--- src/rtl/lfsr_pkg.sv ---
// lfsr_pkg: shared types, default tap masks/seeds and the feedback helper
// for the parametrised Fibonacci LFSR generator.
package lfsr_pkg;

    typedef enum logic {
        INIT = 1'b0,
        RUN  = 1'b1
    } lfsr_state_t;

    localparam logic [4:0]  LFSR_TAPS_5  = 5'b10100;
    localparam logic [4:0]  LFSR_SEED_5  = 5'b00010;
    localparam logic [7:0]  LFSR_TAPS_8  = 8'hB8;
    localparam logic [7:0]  LFSR_SEED_8  = 8'h01;
    localparam logic [15:0] LFSR_TAPS_16 = 16'hB400;
    localparam logic [15:0] LFSR_SEED_16 = 16'h0001;

    // Widths up to 32 fit; callers zero-extend state and mask.
    function automatic logic lfsr_fb(
        input logic [31:0] q,
        input logic [31:0] taps
    );
        return ^(q & taps);
    endfunction

endpackage

--- src/rtl/lfsr_gen.sv ---
// lfsr_gen: Fibonacci LFSR with step enable, seed load, zero-seed
// substitution and a period counter that pulses on every full wrap.
module lfsr_gen
    import lfsr_pkg::*;
#(
    parameter int                 WIDTH = 5,
    parameter logic [WIDTH-1:0]   TAPS  = LFSR_TAPS_5,
    parameter logic [WIDTH-1:0]   SEED  = LFSR_SEED_5
) (
    input  logic             clk,
    input  logic             reset,
    input  logic             en,
    input  logic             load,
    input  logic [WIDTH-1:0] load_seed,
    output logic [WIDTH-1:0] q,
    output logic             bit_out,
    output logic             valid,
    output logic             wrap,
    output logic             lockup
);

    // Count value at which the next step completes 2^WIDTH-1 steps.
    localparam logic [WIDTH-1:0] CNT_LAST = {{(WIDTH-1){1'b1}}, 1'b0};

    if (WIDTH < 3 || WIDTH > 32) begin : g_bad_width
        $error("lfsr_gen: WIDTH must be in 3..32");
    end
    if (TAPS[WIDTH-1] != 1'b1) begin : g_bad_taps
        $error("lfsr_gen: TAPS MSB must be set");
    end
    if (SEED == '0) begin : g_bad_seed
        $error("lfsr_gen: SEED must be non-zero");
    end

    lfsr_state_t      state;
    lfsr_state_t      state_next;
    logic             do_load;
    logic             do_step;
    logic             seed_zero;
    logic             fb;
    logic [WIDTH-1:0] cnt;

    assign seed_zero = (load_seed == '0);
    assign fb        = lfsr_fb(32'(q), 32'(TAPS));
    assign bit_out   = q[WIDTH-1];

    // State register: reset parks the FSM in INIT.
    always_ff @(posedge clk) begin
        if (reset) begin
            state <= INIT;
        end else begin
            state <= state_next;
        end
    end

    // Next state: INIT always leaves after one cycle; load forces RUN.
    always_comb begin
        state_next = state;
        if (load) begin
            state_next = RUN;
        end else begin
            unique case (state)
                INIT:    state_next = RUN;
                RUN:     state_next = RUN;
                default: state_next = INIT;
            endcase
        end
    end

    // Per-state actions: load wins over en; stepping only in RUN.
    always_comb begin
        do_load = load;
        do_step = 1'b0;
        unique case (state)
            INIT:    do_step = 1'b0;
            RUN:     do_step = en && !load;
            default: do_step = 1'b0;
        endcase
    end

    // Shift register, period counter and the registered status pulses.
    always_ff @(posedge clk) begin
        if (reset) begin
            q      <= SEED;
            cnt    <= '0;
            valid  <= 1'b0;
            wrap   <= 1'b0;
            lockup <= 1'b0;
        end else begin
            valid  <= (state_next == RUN);
            wrap   <= 1'b0;
            lockup <= 1'b0;
            if (do_load) begin
                q      <= seed_zero ? SEED : load_seed;
                cnt    <= '0;
                lockup <= seed_zero;
            end else if (do_step) begin
                q <= {q[WIDTH-2:0], fb};
                if (cnt == CNT_LAST) begin
                    cnt  <= '0;
                    wrap <= 1'b1;
                end else begin
                    cnt <= cnt + 1'b1;
                end
            end
        end
    end

endmodule

--- config.mk ---
export PLATFORM = sky130hd
export DESIGN_NAME = lfsr_gen
export DESIGN_NICKNAME = d
export VERILOG_FILES = /design/src/rtl/lfsr_pkg.sv /design/src/rtl/lfsr_gen.sv
export SDC_FILE = /design/constraint.sdc
export NUM_CORES = 1
export LEC_CHECK = 0
export CORE_MARGIN = 8
export CORE_UTILIZATION = 47
export CTS_CLUSTER_SIZE = 24
export DETAILED_ROUTE_END_ITERATION = 8
export GPL_ROUTABILITY_DRIVEN = 0
export GPL_TIMING_DRIVEN = 0
export PLACE_DENSITY = 0.8
export SLEW_MARGIN = 20
export SYNTH_ARGS = -nofsm -noshare
export SYNTH_HDL_FRONTEND = slang
export SYNTH_SLANG_ARGS = --single-unit
--- constraint.sdc ---
create_clock -name clk -period 2.2 [get_ports clk]
set_input_delay 0.33 -clock clk [delete_from_list [all_inputs] [get_ports clk]]
set_output_delay 0.33 -clock clk [all_outputs]
set_load 0.03 [all_outputs]
==> qor.yml <==
cts:
  postCtsSetupBuffers: 0
  cts_max_level: 1
  root_buffer: "clkbuf_4"
  cts.clk_slew.worst_paths_ns: 0.08
  postCtsResizedCells: 0
  tritoncts: "done"
  holdBufCountCts: 0
  clockBufferDepth: 2
  clock_sinks: 13
  clk_latency_ns: 0.29
sta:
  min_period_ns: 1.821
  fmaxAchievable_ghz: 0.5491
  tightest_slew_ns: 0.3997
  drv_slew: 0
  slew_headroom: 0.7335
  tns_ns: 0
  finalSetupViolCount: 0
  fin_ws_ns: 0.3787
  hold_slack_ns: 0.3032
setup_path:
  cp-endpoint: "q[4]"
  cp_max_fo: 4
  worstSetupPathType: "register to output port"
  r2r-end: "cnt[1]"
  path_delay_family: "buffers and inverters"
  startpoint_type: "register"
  worstPathCellList: "buf_4 -> clkdlybuf4s50_1"
  worst_r2r_startpoint: "cnt[0]"
  end_kind: "output port"
  r2r_setup_slack_ns: 0.92
  worst_path_max_delay_cell: "clkdlybuf4s50_1"
  cp.depth: 2
  rr_worst_depth: 5
  critical_path_buf_inv_count: 2
synth:
  xor_share: 0.04286
  synth_top_area_share: 0.4245
  synthArstFlopShare: 0
  synth_top_cell_by_count: "dfxtp_1"
  netlist_area_um2: 613.1
  logic_family: "simple AND/OR/NAND/NOR gates"
  ys_warn_count: 0
  common_cells: "dfxtp_1, a21oi_1, a211oi_1, and3_1"
  syn_inst: 64
  edf_count: 0
  synth.distinct_cells: 27
  yosys.area.top_type: "dfxtp_1"
  mux_share: 0
  ys_seq_frac: 0.4245
  fa_ha_area_frac: 0.04082
  ys_sh_aoi: 0.1531
  synth_stat.cells: 64
pwr:
  p_seq_mw: 0.252
  power_leader: "registers"
  p_sw_mw: 0.1429
  clkPwrFrac: 0.308
  power_clock_mw: 0.155
  seqPwrFrac: 0.501
  irDropWorstVdd_mv: 0.4659
  leakage_nw: 0.3173
  power_per_cell_area_nw_per_um2: 616.2
min_path:
  holdPathEnd: "cnt[1]"
  whs_path_depth: 2
  hold_path.class: "input port to register"
layout:
  logic_area_um2: 311.5
  n_antenna_cell: 0
  logic_gates: 45
  area_dominant_class: "logic gates"
  clkbuf_count: 4
  nets: 96
  bufAreaShareNonClock: 0.2370
  stdcell_area_um2: 818.3
  fin_cells: 99
  final_cell_mix: "clkdlybuf4s50_1, dfxtp_1, a21oi_1, and3_1, a211oi_1"
  comb_share: 0.3807
  largestRegisters: "cnt x5, q x5"
  seq_cells: 13
status:
  status: "completed"
floorplanning:
  die_h_um: 52.12
  fp.dieW_um: 52.12
  core_area_um2: 1252
  ios: 18
detailed_routing:
  drt-total-wl_um: 1490
  wl_per_cell_um: 15.05
  wl_met2_um: 677
  vias_per_cell: 5.707
  dr_wl_met3_um: 58
  routed.top_layer: "met4"
  drc: 0
  drt-initial-drc-count: 15
global_routing:
  grt-ovfl-total: 0
  use_met3: 0.03989
  busiest_layer: "met2"
  grt_max_degree: 11
  gr-usage-met1: 0.1299
flow_run:
  tool_warnings: 27
  maxCapViolCount: 0
place:
  hpwl_um: 1052
  dp.cells: 95
  dpl_cell_area_um2: 792.0
  port_buffers: 16
Fig. 1: met1 routing
Bar = 20 um. Supply wires on this layer in grey.
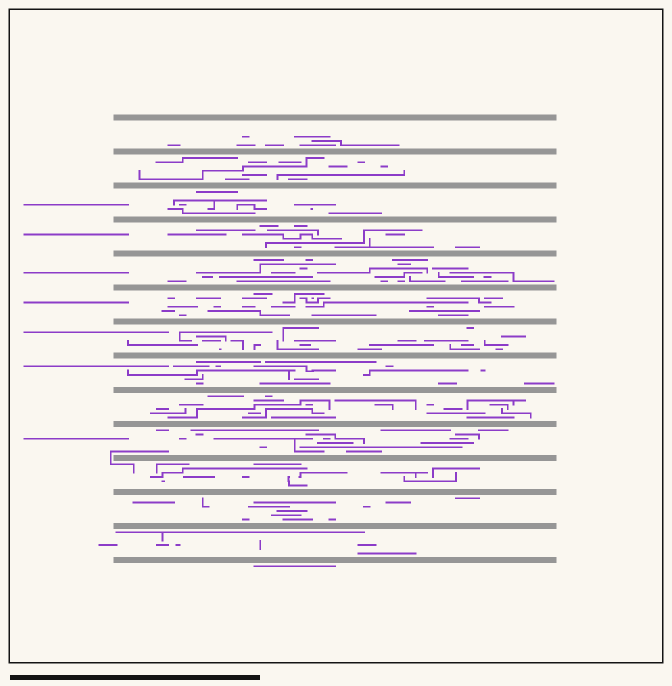
The longest straight run is 19.8 um. The layer holds 47% of the routed length. 90 nets have wire on it. The layer carries 702 um of wire. The wires run mostly horizontal.

Fig. 2: metal 2
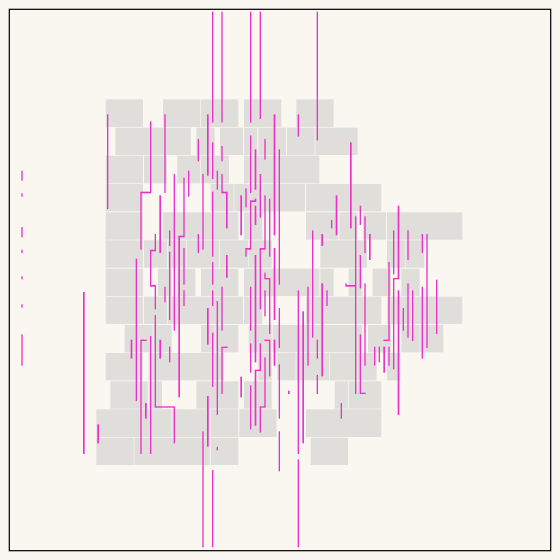
The layer carries 678 um of wire. 82 nets have wire on it. The layer holds 45% of the routed length. The wires run mostly vertical. The longest straight run is 17.0 um.

Fig. 3: signal wires on met3
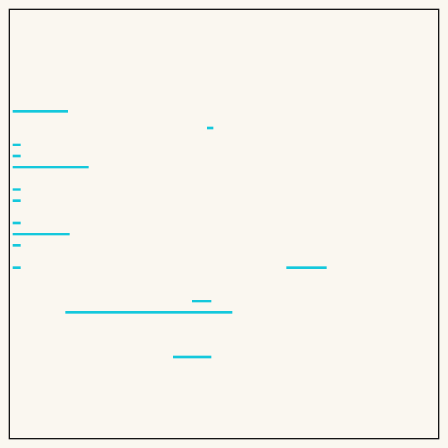
The longest straight run is 20.0 um. The layer holds 3.9% of the routed length. 12 nets have wire on it. The wires run mostly horizontal. The layer carries 58.2 um of wire.

Fig. 4: placed cells, one colour a class
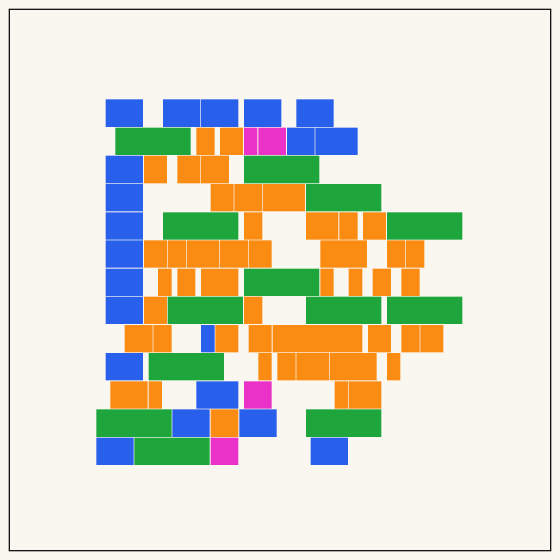
Orange marks remaining logic cells, cells 47, share of their area 40%. Green marks registers, cells 13, share of their area 33%. Blue marks remaining buffers and delay cells, cells 20, share of their area 24%. Magenta marks clock drivers and dummy loads, cells 4, share of their area 3.3%.

Power figures rest on the tool's default switching activity, not on a simulated workload.
